==> config.mk <==
export PLATFORM = sky130hd
export DESIGN_NAME = micro_seq
export DESIGN_NICKNAME = d
export VERILOG_FILES = /design/src/rtl/micro_pkg.sv /design/src/rtl/micro_cs_ram.sv /design/src/rtl/micro_seq.sv
export SDC_FILE = /design/constraint.sdc
export NUM_CORES = 2
export LEC_CHECK = 0
export ABC_CLOCK_PERIOD_IN_PS = 2300
export CAP_MARGIN = 20
export CELL_PAD_IN_SITES_DETAIL_PLACEMENT = 0
export CELL_PAD_IN_SITES_GLOBAL_PLACEMENT = 1
export CORE_UTILIZATION = 50
export CTS_BUF_LIST = sky130_fd_sc_hd__clkbuf_8
export CTS_CLUSTER_DIAMETER = 200
export DETAILED_ROUTE_END_ITERATION = 10
export GPL_ROUTABILITY_DRIVEN = 0
export PLACE_DENSITY = 0.74
export SYNTH_ARGS = -nofsm -noshare
export SYNTH_HDL_FRONTEND = slang
export SYNTH_SLANG_ARGS = --single-unit
==> constraint.sdc <==
create_clock -name clk -period 2.3 [get_ports clk]
set_clock_uncertainty 0.05 [all_clocks]
set_input_delay 0.345 -clock clk [delete_from_list [all_inputs] [get_ports clk]]
set_output_delay 0.345 -clock clk [all_outputs]
set_load 0.03 [all_outputs]
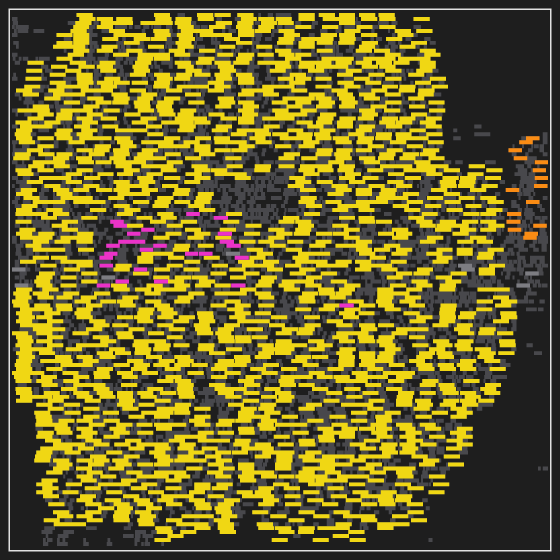
Fig. 1. Sequential cells grouped by signal name.
legend:
  micro_op:
    colour: magenta
    placed_flops: 26
    where: west
  u_cs.mem:
    colour: yellow
    placed_flops: 1,664
    where: widely spread
  uop_count:
    colour: orange
    placed_flops: 16
FF+latch area: 51,230 sq um
P_seq: 35.5 mW
flop share of the area: 0.6245
Core Util, Final: 0.6140

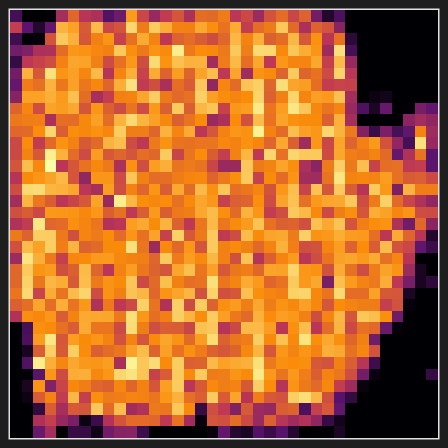
Fig. 2. Cell area per tile.
37 x 37 tiles, from black (low) to pale yellow (high), 0 to 100% covered.
nearly empty tiles: 12%
mean over tiles: 59%
fullest tile: 100%
tiles over 75% full: 31%
core area: 133,600 sq um
fp_density: 0.5048

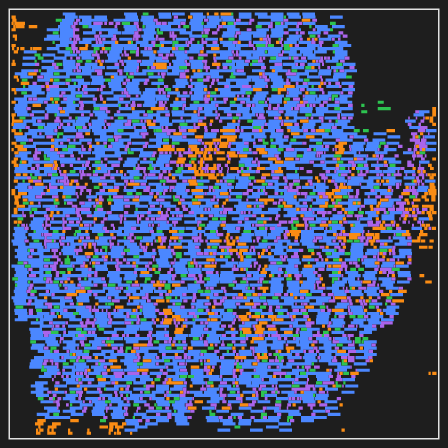
Fig. 3. Placement by cell class.
legend:
  all other logic:
    colour: purple
    cells: 2,036
    share_of_their_area: 20%
  flip-flops:
    colour: blue
    cells: 1,714
    share_of_their_area: 64%
  clock drivers and dummy loads:
    colour: green
    cells: 501
    share_of_their_area: 6.4%
  other buffers and delay cells:
    colour: orange
    cells: 682
    share_of_their_area: 9.9%
post-layout instance area: 82,040 sq um
# rows: 134

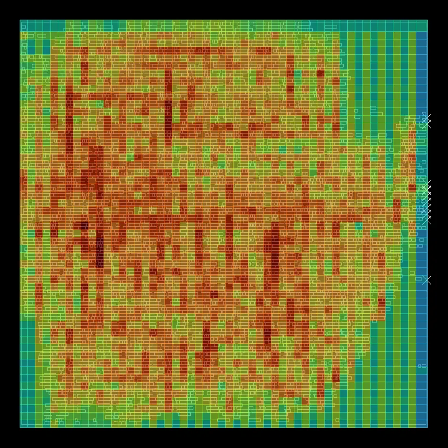
Fig. 4. Routing congestion map.
GR Util met3: 0.07702
drt wl/cell: 30.19 um
met2 track demand over resource: 0.4373
GRT Total Usage: 0.2932
GRT busiest layer: met2

==> impl_metrics.env <==
# source this file to load flow results
export IMPL_clkCellAreaFrac=0.06183
export IMPL_min_period_ns=2.643
export IMPL_p_comb_frac=0.187
export IMPL_violations="design-rule violations, negative setup slack"
export IMPL_dr_wl_met2_um=90960
export IMPL_drc=22
export IMPL_dieArea_sq_um=136400
export IMPL_htreeDepth=5
export IMPL_finalCritPeriodShare=1.149
export IMPL_finalSetupViolations=27
export IMPL_drive_gt1_frac=0.2593
export IMPL_layout_area_comb_sq_um=15390
export IMPL_worstSetupPathType="reg -> reg"
export IMPL_diodes=10
export IMPL_worst_slack_ns=-0.3433
export IMPL_comb_area_frac=0.1876
export IMPL_ys_sh_aoi=0.1293
export IMPL_cp_num_buf_inv=5
export IMPL_num_nonclk_inverters=60
export IMPL_fin_nets=4775
export IMPL_synth_most_common_cell="edfxtp_1"
export IMPL_vias=42090
export IMPL_rsz0062_at_grt="true"
export IMPL_nClkBuffers=312
export IMPL_finalHoldWorstSlack_ns=0.09385
export IMPL_ios=94
export IMPL_clk_pin_slew_worst_paths_ns=0.06
export IMPL_p_int_mw=52.68
export IMPL_place_inst=6135
export IMPL_ys_sh_adder=0.0001855
export IMPL_grt_pass1_wl_um=286100
export IMPL_endpoint_kind="flop"
export IMPL_instances_no_fill=6711
export IMPL_required_ns=3.14
export IMPL_hold_class="in -> reg"
export IMPL_warning_count=30
export IMPL_wl_met3_um=22510
export IMPL_yosys_area_sq_um=67450
export IMPL_ys_ff=1714
export IMPL_ys_warn_count=0
export IMPL_ys_sh_xor=0.001428
export IMPL_crit_path_top_delay_cell="dfrtp_1"
export IMPL_leakage_nw=28.11
export IMPL_dieWidth_um=369.3
export IMPL_cts_sinks=1714
export IMPL_edf_count=1664
export IMPL_nonClkBufAreaFrac=0.09603
export IMPL_ctsLongestPathBuffers=4
export IMPL_grt_overflow=0
export IMPL_post_place_ws_ns=-0.7857
export IMPL_power_switching_mw=20.92
export IMPL_power_density_nw_per_um2=897.1
export IMPL_hold_viol_final=0
export IMPL_avgSynthCellArea_sq_um=16.61
export IMPL_topCellsByArea="edfxtp_1 (74%), mux2i_1 (4.3%), dfrtp_1 (1.9%)"
export IMPL_final_setup_tns_ns=-6.891
export IMPL_relSlewSlack=0.3798
export IMPL_worst_slew_pin_slew_ns=0.9304
export IMPL_status="finished, violations left"
export IMPL_areaGrowthSynthToFinish_pct=21.64
export IMPL_power_total_mw=73.60
-- cells in the final DEF, fill, tap and decap left out, types with 26 or more instances in the layout --
| cell | netlist | layout |
|---|---|---|
| a211oi_1 | 78 | 59 |
| a21o_1 | 26 | 26 |
| a21oi_1 | 185 | 172 |
| a221o_1 | 78 | 78 |
| a221oi_1 | 33 | 33 |
| a2bb2oi_1 | 52 | 50 |
| buf_12 | 0 | 172 |
| buf_2 | 85 | 28 |
| buf_4 | 36 | 350 |
| clkbuf_8 | 0 | 312 |
| clkinv_1 | 0 | 53 |
| dfrtp_1 | 50 | 38 |
| dlygate4sd3_1 | 0 | 28 |
| edfxtp_1 | 1664 | 1664 |
| inv_1 | 59 | 170 |
| mux2_2 | 78 | 78 |
| mux2i_1 | 288 | 288 |
| nand2_1 | 55 | 43 |
| nor2_1 | 184 | 122 |
| nor2_2 | 2 | 64 |
| nor2b_1 | 59 | 57 |
| o211ai_1 | 134 | 134 |
| o21ai_0 | 218 | 200 |
| o21bai_1 | 26 | 26 |
| o221ai_1 | 52 | 41 |
| o22ai_1 | 182 | 174 |
-- what timing repair did --
action,CTS,global route
pin swaps,52,76
hold buffers,28,0
endpoints found under the setup margin,77,30
resized,253,89
gates cloned,7,7
buffers inserted,17,14
hold endpoints to repair,1263,0
-- metal layers --
layer,up-vias,global-route usage
li1,17870,-
met1,21390,0.4107
met2,2404,0.4373
met3,417,0.07702
met4,2,0.1179
met5,-,0
-- power groups by stage --
stage          registers [mW]  clock network [mW]  logic [mW]
6_report                 35.5                24.3        13.8
3_3_place_gp             36.0                   0        11.9
2_1_floorplan            36.2                   0        5.29
5_1_grt                  35.5                26.0        14.3
4_1_cts                  35.4                24.7        13.0
3_5_place_dp             36.0                   0        12.0
Power is estimated from default activity; no workload was simulated.
